## config.mk

```make
export PLATFORM = sky130hd
export DESIGN_NAME = microcode_sequencer
export DESIGN_NICKNAME = d
export VERILOG_FILES = /design/src/rtl/microcode_sequencer.sv
export SDC_FILE = /design/constraint.sdc
export NUM_CORES = 1
export LEC_CHECK = 0
export CELL_PAD_IN_SITES_DETAIL_PLACEMENT = 1
export CELL_PAD_IN_SITES_GLOBAL_PLACEMENT = 1
export CORE_ASPECT_RATIO = 0.5
export CORE_UTILIZATION = 30
export DETAILED_ROUTE_END_ITERATION = 7
export PLACE_DENSITY_LB_ADDON = 0.1
export SLEW_MARGIN = 20
export SYNTH_ARGS = -nofsm -noshare
export SYNTH_HDL_FRONTEND = slang
export SYNTH_SLANG_ARGS = --single-unit
```

## constraint.sdc

```tcl
create_clock -name clk -period 2.01 [get_ports clk]
set_input_delay 0.402 -clock clk [delete_from_list [all_inputs] [get_ports clk]]
set_output_delay 0.402 -clock clk [all_outputs]
set_load 0.02 [all_outputs]
```

## src/rtl/microcode_sequencer.sv

```systemverilog
// ---------------------------------------------------------------------------
// microcode_sequencer
//
// Steps through the microcode of one instruction at a time. It holds the
// latched opcode and the per-instruction step counter, and both drive an
// external combinational lookup. Each clock it evaluates the returned word
// and issues it as a registered microcode word. A word can also stall on its
// wait sources, end the instruction, halt the CPU, or trip the runaway
// watchdog.
//
// Ports:
//   clk          system clock
//   reset        synchronous, active-high reset
//   run          permission to start / continue instructions
//   opcode_in    opcode from the instruction register
//   ucode_in     lookup result for (op_cur, cycle)
//   wait_en      per-source wait decode of ucode_in
//   busy         per-source busy flags
//   op_cur       latched opcode driving the lookup
//   cycle        current step index driving the lookup
//   ucode_out    issued microcode word (registered)
//   ucode_valid  ucode_out is valid this cycle
//   instr_done   one-cycle pulse after END_CODE is evaluated
//   stalled      current step is blocked by a wait condition
//   halted       HLT_CODE has been issued (sticky until reset)
//   fault        watchdog tripped (sticky until reset)
// ---------------------------------------------------------------------------
module microcode_sequencer #(
    parameter int             OPW       = 8,
    parameter int             UCW       = 6,
    parameter int             CYCW      = 6,
    parameter int             NWAIT     = 4,
    parameter logic [UCW-1:0] END_CODE  = UCW'(0),
    parameter logic [UCW-1:0] HLT_CODE  = UCW'(1),
    parameter int             MAX_STEPS = 48
) (
    input  logic             clk,
    input  logic             reset,
    input  logic             run,
    input  logic [OPW-1:0]   opcode_in,
    input  logic [UCW-1:0]   ucode_in,
    input  logic [NWAIT-1:0] wait_en,
    input  logic [NWAIT-1:0] busy,
    output logic [OPW-1:0]   op_cur,
    output logic [CYCW-1:0]  cycle,
    output logic [UCW-1:0]   ucode_out,
    output logic             ucode_valid,
    output logic             instr_done,
    output logic             stalled,
    output logic             halted,
    output logic             fault
);

    typedef enum logic [1:0] {
        IDLE,
        EXEC,
        HALT,
        FAULT
    } state_t;

    state_t          state_reg, state_next;
    logic [OPW-1:0]  op_cur_reg, op_cur_next;
    logic [CYCW-1:0] cycle_reg, cycle_next;
    logic [UCW-1:0]  ucode_out_reg, ucode_out_next;
    logic            ucode_valid_reg, ucode_valid_next;
    logic            instr_done_reg, instr_done_next;
    logic            halted_reg, halted_next;
    logic            fault_reg, fault_next;
    logic            stalled_int;

    // A source only blocks when the current word asks to wait on it.
    logic [NWAIT-1:0] blk_bits;
    logic             blk;

    generate
        for (genvar gi = 0; gi < NWAIT; gi++) begin : g_wait
            assign blk_bits[gi] = wait_en[gi] & busy[gi];
        end
    endgenerate

    assign blk = |blk_bits;

    always_ff @(posedge clk) begin
        if (reset) begin
            state_reg       <= IDLE;
            op_cur_reg      <= '0;
            cycle_reg       <= '0;
            ucode_out_reg   <= END_CODE;
            ucode_valid_reg <= 1'b0;
            instr_done_reg  <= 1'b0;
            halted_reg      <= 1'b0;
            fault_reg       <= 1'b0;
        end else begin
            state_reg       <= state_next;
            op_cur_reg      <= op_cur_next;
            cycle_reg       <= cycle_next;
            ucode_out_reg   <= ucode_out_next;
            ucode_valid_reg <= ucode_valid_next;
            instr_done_reg  <= instr_done_next;
            halted_reg      <= halted_next;
            fault_reg       <= fault_next;
        end
    end

    always_comb begin
        state_next       = state_reg;
        op_cur_next      = op_cur_reg;
        cycle_next       = cycle_reg;
        ucode_out_next   = ucode_out_reg;
        ucode_valid_next = 1'b0;
        instr_done_next  = 1'b0;
        halted_next      = halted_reg;
        fault_next       = fault_reg;
        stalled_int      = 1'b0;

        case (state_reg)
            IDLE: begin
                cycle_next = '0;
                if (run) begin
                    op_cur_next = opcode_in;
                    state_next  = EXEC;
                end
            end

            EXEC: begin
                stalled_int = blk;
                if (ucode_in == END_CODE) begin
                    // END wins over any wait; the step is a single bubble.
                    // With run still high, the next opcode is latched on
                    // the same edge so no extra idle cycle is spent.
                    instr_done_next = 1'b1;
                    cycle_next      = '0;
                    if (run) begin
                        op_cur_next = opcode_in;
                    end else begin
                        state_next = IDLE;
                    end
                end else if (ucode_in == HLT_CODE) begin
                    ucode_out_next   = HLT_CODE;
                    ucode_valid_next = 1'b1;
                    halted_next      = 1'b1;
                    state_next       = HALT;
                end else if (blk) begin
                    // Hold the step; the word issues once its sources clear.
                    cycle_next = cycle_reg;
                end else if (cycle_reg == CYCW'(MAX_STEPS)) begin
                    fault_next = 1'b1;
                    state_next = FAULT;
                end else begin
                    ucode_out_next   = ucode_in;
                    ucode_valid_next = 1'b1;
                    cycle_next       = cycle_reg + CYCW'(1);
                end
            end

            HALT: begin
                state_next = HALT;
            end

            FAULT: begin
                state_next = FAULT;
            end

            default: begin
                state_next = IDLE;
            end
        endcase
    end

    assign op_cur      = op_cur_reg;
    assign cycle       = cycle_reg;
    assign ucode_out   = ucode_out_reg;
    assign ucode_valid = ucode_valid_reg;
    assign instr_done  = instr_done_reg;
    assign stalled     = stalled_int;
    assign halted      = halted_reg;
    assign fault       = fault_reg;

endmodule

```

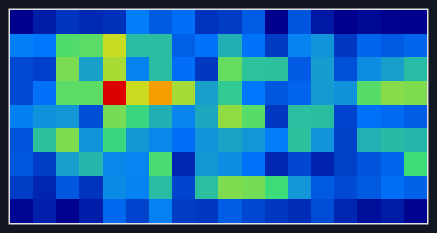
Figure 1: routed metal per tile.
18 x 9 tiles, from dark blue (low) to red (high), scaled to the fullest tile. Values are wire area over tile area, all layers added.
mean over tiles: 0.12
nearly empty tiles: 5.6%
fullest tile: 0.42
densest ninth of the die: west
tiles over half the peak: 14%
gr usage total: 15.7%
total wire length: 3160 µm
vias post-DR: 1108
Routed WL per cell: 13.4 µm

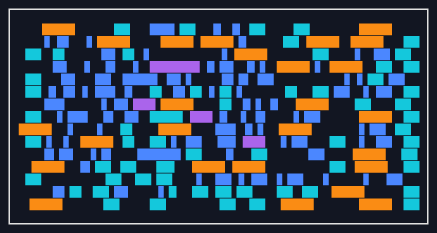
Figure 2: cells coloured by class.
legend:
  blue:
    class: combinational and other logic
    cells: 94
  purple:
    class: clock drivers and dummy loads
    cells: 4
  orange:
    class: sequential cells
    cells: 26
  cyan:
    class: remaining buffers and delay cells
    cells: 61
cell area after layout: 1890 µm²
core region area: 3600 µm²
number of core rows: 15
fraction of area in registers: 27.5%
share of the core filled with cells in the final layout: 52.5%

==> flow_results.xml <==
<?xml version="1.0" encoding="UTF-8"?>
<metrics>
  <group name="setup_path">
    <metric name="worstReg2RegStart" unit="">state_reg[0]</metric>
    <metric name="cp_max_fo" unit="">4</metric>
    <metric name="worst_path_largest_cell_delay" unit="ps">440</metric>
    <metric name="endpoint" unit="">cycle[1]</metric>
  </group>
  <group name="hold_path">
    <metric name="timing.hold.worst.class" unit="">reg -&gt; reg</metric>
    <metric name="min_path_cells" unit="">2</metric>
    <metric name="worstHoldStart" unit="">fault</metric>
    <metric name="worstHoldEndpoint" unit="">fault</metric>
  </group>
  <group name="clocking">
    <metric name="hold_buffers" unit="">0</metric>
    <metric name="clkLatencyLatePin" unit="ps">270</metric>
    <metric name="post_cts_resize_count" unit="">3</metric>
  </group>
  <group name="logic_synthesis">
    <metric name="topCombFamilyByArea" unit="">AND-OR/OR-AND gates</metric>
    <metric name="xor_xnor_portion_of_the_synthesized_cell_area" unit="%">0</metric>
    <metric name="post_synth_and_or_nand_nor_area_fraction" unit="%">18.3</metric>
    <metric name="synth.yosys.num_cells" unit="">124</metric>
    <metric name="synth_cells" unit="">124</metric>
    <metric name="synth.cellmix.adderShare" unit="%">2.12</metric>
    <metric name="postSynthRegisterBits" unit="">26</metric>
    <metric name="netlist_top_cells_count" unit="">sky130_fd_sc_hd__dfxtp_1 (26), sky130_fd_sc_hd__nor2_1 (21), sky130_fd_sc_hd__mux2i_1 (14)</metric>
  </group>
  <group name="timing">
    <metric name="tightest_slew" unit="ps">398</metric>
    <metric name="fin_worst_skew" unit="ps">2.93</metric>
    <metric name="worst_slack" unit="ps">89.8</metric>
    <metric name="hold_ws" unit="ps">477</metric>
    <metric name="finalHoldViolCount" unit="">0</metric>
  </group>
  <group name="place">
    <metric name="cell_area_after_placement" unit="µm²">1820</metric>
    <metric name="gpl.final_weighted_congestion" unit="">0.707</metric>
    <metric name="hpwl" unit="µm">2420</metric>
  </group>
  <group name="power">
    <metric name="share_clk_of_total_power" unit="%">35.8</metric>
    <metric name="share_seq_of_total_power" unit="%">45.2</metric>
    <metric name="power.density_cell_area" unit="nW/µm²">637</metric>
    <metric name="power.combinational.fraction" unit="%">18.9</metric>
    <metric name="power_report.internal_total" unit="mW">0.923</metric>
  </group>
  <group name="detailed_routing">
    <metric name="wl_met1" unit="µm">1530</metric>
    <metric name="dr.max_layer_used" unit="">met4</metric>
    <metric name="met2_length" unit="µm">1460</metric>
  </group>
  <group name="final_layout">
    <metric name="area_dominant_class" unit="">combinational gates</metric>
    <metric name="antenna_cells_inserted" unit="">0</metric>
    <metric name="nNonClkBuffers" unit="">61</metric>
    <metric name="layout.non_clock_inverters" unit="">9</metric>
    <metric name="post_route_cells_drive_above_1_share" unit="%">14.6</metric>
    <metric name="n_clock_buffer" unit="">3</metric>
  </group>
  <group name="die">
    <metric name="effective_utilization_at_floorplan" unit="%">32.8</metric>
    <metric name="tap_cells" unit="">51</metric>
    <metric name="die_area" unit="µm²">4210</metric>
    <metric name="die.size.x" unit="µm">90.8</metric>
  </group>
  <group name="global_routing">
    <metric name="maximum_number_of_pins_on_one_net_before_global_route_repair" unit="">24</metric>
    <metric name="first_pass_grt_wire_length" unit="µm">5020</metric>
  </group>
  <group name="job">
    <metric name="tool_warnings" unit="">28</metric>
  </group>
  <group name="status">
    <metric name="result_of_the_run" unit="">finished clean</metric>
  </group>
</metrics>
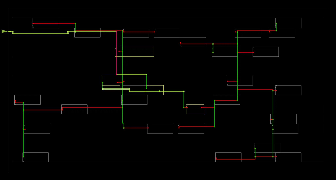
Figure 3: clock routing.
count of clock tree sinks: 26
total number of sequential cells: 26

Power figures rest on the tool's default switching activity, not on a simulated workload.
